run_1/layers.png
Scale: 2 px per um. Two of the layers only.
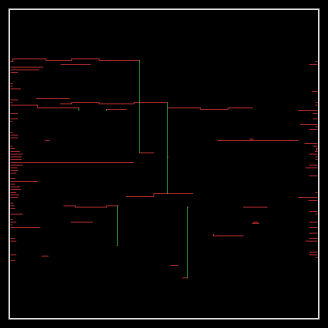
run_1/closeup.png
Window x 62 to 92, y 62 to 92 um. Cells in gray, sequential cells in the stronger gray; small squares are vias.
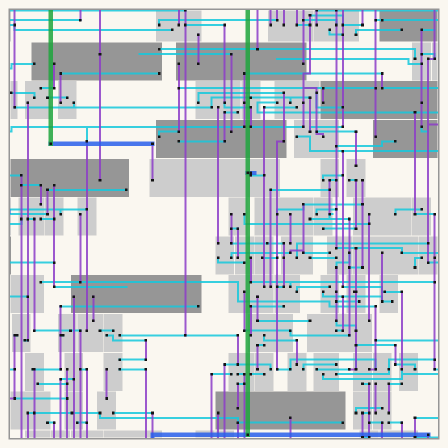
run_1/placed.png
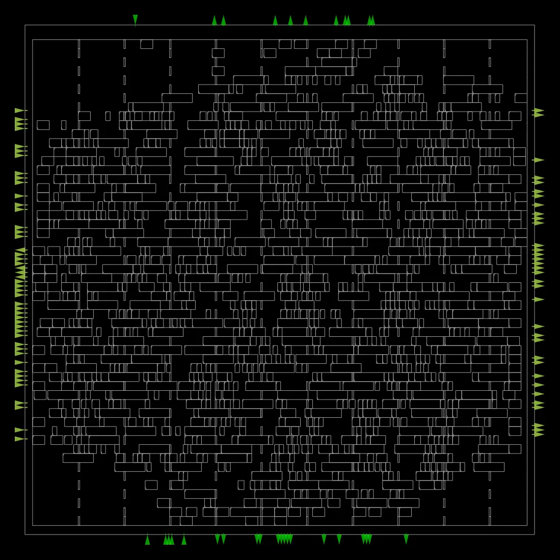
Design factorial_bcd_conv, sky130hd; sources not shown.
==> job_summary.md, run 1 <==
## PnR job results

| Metric | Value |
|---|---|
| Status | finished clean |
| # clock sinks | 174 |
| ANT cells | 0 |
| Post-route ant nets | 0 |
| Post-CTS Setup Bufs | 0 |
| Maximum clock frequency | 305 MHz |
| Clock period minus worst slack | 3280 ps |
| FP Core Util | 0.410 |
| Final setup fails | 0 |
| CP Class | in2reg |
| Vias in the first global route | between 6k and 7k |
| Root Driver | clkbuf_16 |
| Area post-placement | between 10000 and 15000 um^2 |
| Layout cell share with drive strength beyond 1 | 0.104 |
| Slew @ Worst Pin | around 910 ps |
| Clk_skew | 7.24 ps |
| Fin nets | between 1k and 1.5k |
| Fin Setup TNS | 0 ps |
| DP Cell Count | between 1k and 1.5k |
| CP Launch Type | input port |
| 1st-iter DRT viols | ~360 |
| Syn. warnings | 6 |
| Reg clk slew, reported paths | 60 ps |
| Via density | slightly below 5 |
| GP Congestion | roughly 0.84 |
| Antenna violations before repair | 1 |
| I/O pin count | 112 |
| Critical Path RT | roughly 10000 ps |
| Drc violations | 0 |
| Post-cts resize count | 0 |
| Area grow syn2layout | 21.1% |
| Cell count of the worst hold path | 2 |
| Fin cells | 1491 |
| Overflow left after global routing | 0 |
| Num CTS Buffers | 17 |
| Highest-count logic cell in the final layout | nand2_1 |
| PnR worst setup slack | 6320 ps |
| PD cells | approximately 300 nW/um^2 |
| Largest net degree at the start of global routing | around 100 |
| Die width | 154 um |
| Mapped Cells | 1106 |
| Post-DP HPWL | ~13 mm |
| R2R setup slack | 6740 ps |
| # hold bufs at CTS | 0 |
| Final Hold Viols | 0 |
| Endpoint class of the critical path | flip-flop |
| Max Buffers Root-to-Sink | 2 |
| Final Max Tran Viols | 0 |
| Most frequent cells in the layout | nand2_1 (330), dfrtp_1 (174), o21ai_0 (129), clkdlybuf4s50_1 (111), inv_1 (108) |
| IO buf count | between 100 and 150 |
| Cells on worst reg2reg path | 11 |
| First-pass GRT wire length | about 33 mm |
| H-tree depth | 4 |
| Worst Path Arrival | about 3600 ps |
| Slew headroom | 0.397 |
| OpenROAD warning count | 46 |
| Die span in y | approximately 150 um |
| Max-cap viol count | 0 |
| Clk_lat worst skew | 420 ps |
| Drt first pass iters | 4 |
| Design area | 10900 um^2 |
| CP max FO | between 70 and 80 |
| Net Count, Synth | 1189 |
| FP Rows | 54 |
| Peak VDD IR | ~220 uV |
| RSZ-0062 raised after global routing | no |
| Final period util | 0.342 |
| Lkg Pwr | 4.84 nW |
| Mapped cell area | 9000 um^2 |
| Hold crit path type | reg2reg |
| Die area | 23700 um^2 |
| Place WS | between 5000 and 6000 ps |
| Mean Syn Cell Area | 8.14 um^2 |
| CTS tree | built |
Back to the opening pictures, layers.png:
M3: drawn in red, wire length 759 um. M4: drawn in green, wire length 149 um.
Wirelength per Cell: 12.8 um
total number of vias: 7166
gr usage total: 0.168
WL final: 19.0 mm

Back to the opening pictures, closeup.png:
M1: drawn in cyan. M4: drawn in green. M3: drawn in blue. M2: drawn in purple.
Sequential cells in the window: 7. Most frequent: nand2_1 (17), inv_1 (7), dfrtp_1 (7). 62 logic cells have their middle in the window.

Back to the opening pictures, placed.png:
core area: 22000 um^2
fill cell count: 2136
flop count: 174
Well Taps: 280

## run 1: routing by layer
| layer | global-route usage | wire, um | vias to the layer above |
|---|---|---|---|
| met5 | 0 | 13 | - |
| met4 | 0.0343 | 148 | 2 |
| met3 | 0.0423 | 759 | 12 |
| met2 | 0.262 | 8410 | 119 |
| met1 | 0.239 | 9720 | 3323 |
| li1 | - | - | 3710 |
## run 1: layout make-up
| type | count | area, um^2 |
|---|---|---|
| inverters | 126 | 478 |
| repair buffers | 119 | 1170 |
| multi-input cells | 762 | 3970 |
| clock buffers | 24 | 472 |
| fillers | 2136 | 11100 |
| flip-flops and latches | 174 | 4350 |
| clock inverters | 6 | 110 |
| well taps | 280 | 350 |
## run 1: per-stage QoR
stage	utilization	power (W)	hold WS [ps]
2_1_floorplan	-	0.00221	466
3_3_place_gp	0.470	0.00260	466
3_5_place_dp	0.470	0.00262	472
4_1_cts	0.497	0.00333	487
5_1_grt	0.497	0.00359	515
6_report	0.497	0.00329	479
## run 1: critical path, cell delays in order
cell and delay, ps:
clkdlybuf4s50_1 480, nand2_1 100, nor2_2 120, inv_2 70
o21ai_4 60, buf_4 580, inv_2 240, nor3_2 180
nand2_1 80, o21ai_0 160, a21oi_1 60
## run 1: where the power goes
group          internal (W)  leakage (nW)  switching, W
Combinational      0.000542          2.36      0.000868
Sequential         0.000987          2.21      0.000192
Clock              0.000421         0.276      0.000276
Total               0.00195          4.84       0.00134
==> inputs of run 2 (changes only) <==
- ABC_CLOCK_PERIOD_IN_PS: 9600 -> 3250
- clock period: 9.6 -> 3.25 ns (I/O delays scaled with it)
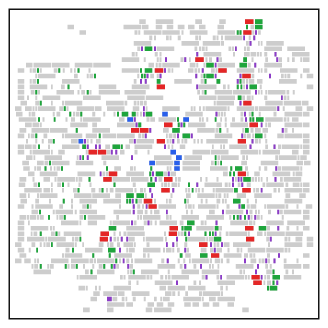
run_2/gates.png
Scale: 2 px per um.
inv cells: drawn in purple, cells 126, most used inv_1. non-inverting ao/oa cells: drawn in blue, cells 9, most used a22o_1, where middle. fa/ha/maj cells: drawn in red, cells 34, most used ha_1. nor cells: drawn in green, cells 144, most used nor2_1.
highest-count logic cell in the final layout: nand2_1
logic share of the area: 0.361
fin cells: 1495

==> run 2 against run 1 <==
- non-clock buffer count increased by 2
- first-iteration DRC count decreased by 8.4%
- combinational power increased to 3.0 times the previous value
- synthesized cell count unchanged
- register-to-register slack got worse by 5700 ps
- clock-buffer cell count decreased by 4
- global-route usage increased by 0.14 points
==> job_summary.md, run 2 <==
## PnR job results

| Metric | Value |
|---|---|
| R2R setup slack | 1030 ps |
| Final Max Tran Viols | 0 |
| Final period util | 0.682 |
| Layout cell share with drive strength beyond 1 | 0.111 |
| H-tree depth | 4 |
| Critical path's top delay family | AND-OR/OR-AND gates |
| Cells along the critical path | inv_1 -> ha_1 -> inv_1 -> o21ai_4 -> buf_4 -> nor2_1 -> a31oi_1 |
| Antenna violations before repair | 0 |
| Post-DP HPWL | between 10 and 15 mm |
| Drc violations | 0 |
| Slowest CP cell | o21ai_4 |
| Status | finished clean |
| Cells on worst reg2reg path | 7 |
| Die span in y | roughly 150 um |
| Post-cts resize count | 0 |
| Via density | roughly 4.8 |
| Crit path depth | 7 |
| Hold crit path type | reg2reg |
| Max-cap viol count | 0 |
| Design area | 11000 um^2 |
| Vias in the first global route | around 7k |
| Slew @ Worst Pin | roughly 800 ps |
| Core area | 22000 um^2 |
| CTS tree | built |
| GP Congestion | around 0.83 |
| Num CTS Buffers | 17 |
| I/O pin count | roughly 110 |
| Mapped Cells | 1106 |
| OpenROAD warning count | 46 |
| Clk_skew | between 10 and 15 ps |
| FP Rows | between 50 and 60 |
| Cell count of the worst hold path | 2 |
| 1st-iter DRT viols | ~330 |
| Maximum clock frequency | ~450 MHz |
| # hold bufs at CTS | 0 |
| Worst Path Arrival | around 2600 ps |
| IO buf count | between 100 and 150 |
| PD cells | between 900 and 1000 nW/um^2 |
| CP Launch Type | flip-flop |
| Area post-placement | approximately 10000 um^2 |
| Most frequent cells in the layout | nand2_1 (330), dfrtp_1 (174), o21ai_0 (129), clkdlybuf4s50_1 (111), inv_1 (108) |
| Endpoint class of the critical path | flip-flop |
| Mapped cell area | 9000 um^2 |
| RSZ-0062 raised after global routing | no |
| Clock period minus worst slack | about 2200 ps |
| CP max FO | approximately 46 |
| Lkg Pwr | ~4.9 nW |
| FP Core Util | 0.410 |
| Clk_lat worst skew | around 430 ps |
| Final Hold Viols | 0 |
| ANT cells | 0 |
| Mean Syn Cell Area | between 8 and 9 um^2 |
| Reg clk slew, reported paths | approximately 70 ps |
| Critical Path RT | between 3000 and 4000 ps |
| CP Class | reg2reg |
| Syn. warnings | 6 |
| Peak VDD IR | about 540 uV |
| Fin nets | 1285 |
| DP Cell Count | approximately 1.5k |
| Max Buffers Root-to-Sink | 2 |
| Critical Path Max Stage Delay | around 600 ps |
| Overflow left after global routing | 0 |
| Die area | 23700 um^2 |
| Net Count, Synth | between 1k and 1.5k |
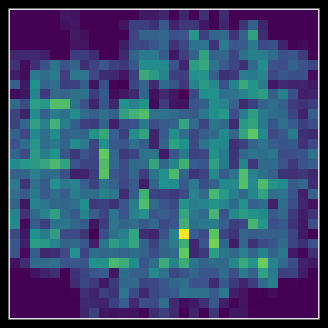
run_2/route_heat.png
Scale: 2 px per um. The die is cut into 31 by 31 equal tiles; dark purple is low, yellow is high, scaled to the fullest tile. Values are wire area over tile area, all layers added.
The emptiest ninth of the die: top left. The mean over all tiles is 0.13. 14% of the tiles are nearly empty. 10% of the tiles are over half the peak. The fullest tile reaches 0.48.
total number of vias: 7194
gr usage total: 0.169
Wirelength per Cell: 12.8 um
WL final: 19.1 mm

## run 2: netlist changes by cell type in the layout (fill, tap and decap cells not counted), sizes merged
cell    previous run  this run
bufinv             3         4
clkinv             1         5
inv              126       127
clkbuf            24        20
buf                8        10
## run 2: report_power, final
part	total (W)	switching, W	leakage (nW)	internal [W]
logic	0.00420	0.00256	2.37	0.00164
clock network	0.00223	0.000878	0.317	0.00136
registers	0.00348	0.000566	2.21	0.00291
total	0.00992	0.00401	4.90	0.00591
## run 2: layer usage
layer	GRT usage	vias up	wire length, um
met5	0	-	0
met2	0.274	109	8470
met1	0.230	3344	9600
met4	0.0498	0	257
met3	0.0361	21	751
li1	-	3720	-
## run 2: area by class of cell
class / instances / area (um^2)
tap: 280 / 350
clock inverter: 12 / 181
inverter: 126 / 477
fill: 2116 / 10900
multi-input combinational: 762 / 3970
clock buffer: 20 / 467
timing repair buffer: 121 / 1210
sequential: 174 / 4350
## run 2: metrics by stage
stage	worst slack (ps)	utilization	hold WS, ps	total power [W]
2_1_floorplan	538	-	466	0.00652
3_3_place_gp	853	0.472	465	0.00770
3_5_place_dp	800	0.472	472	0.00778
4_1_cts	994	0.501	489	0.0101
5_1_grt	807	0.501	501	0.0108
6_report	1030	0.501	482	0.00992
## run 2: worst register-to-register path: cells and delay by family (launching register included)
kind	cells	cell delay, ps
AND/OR/NAND/NOR	1	100
flip-flops	1	400
AND-OR/OR-AND	2	770
adder cells (fa/ha/maj)	1	170
buffers and inverters	3	690
Power figures rest on the tool's default switching activity, not on a simulated workload.
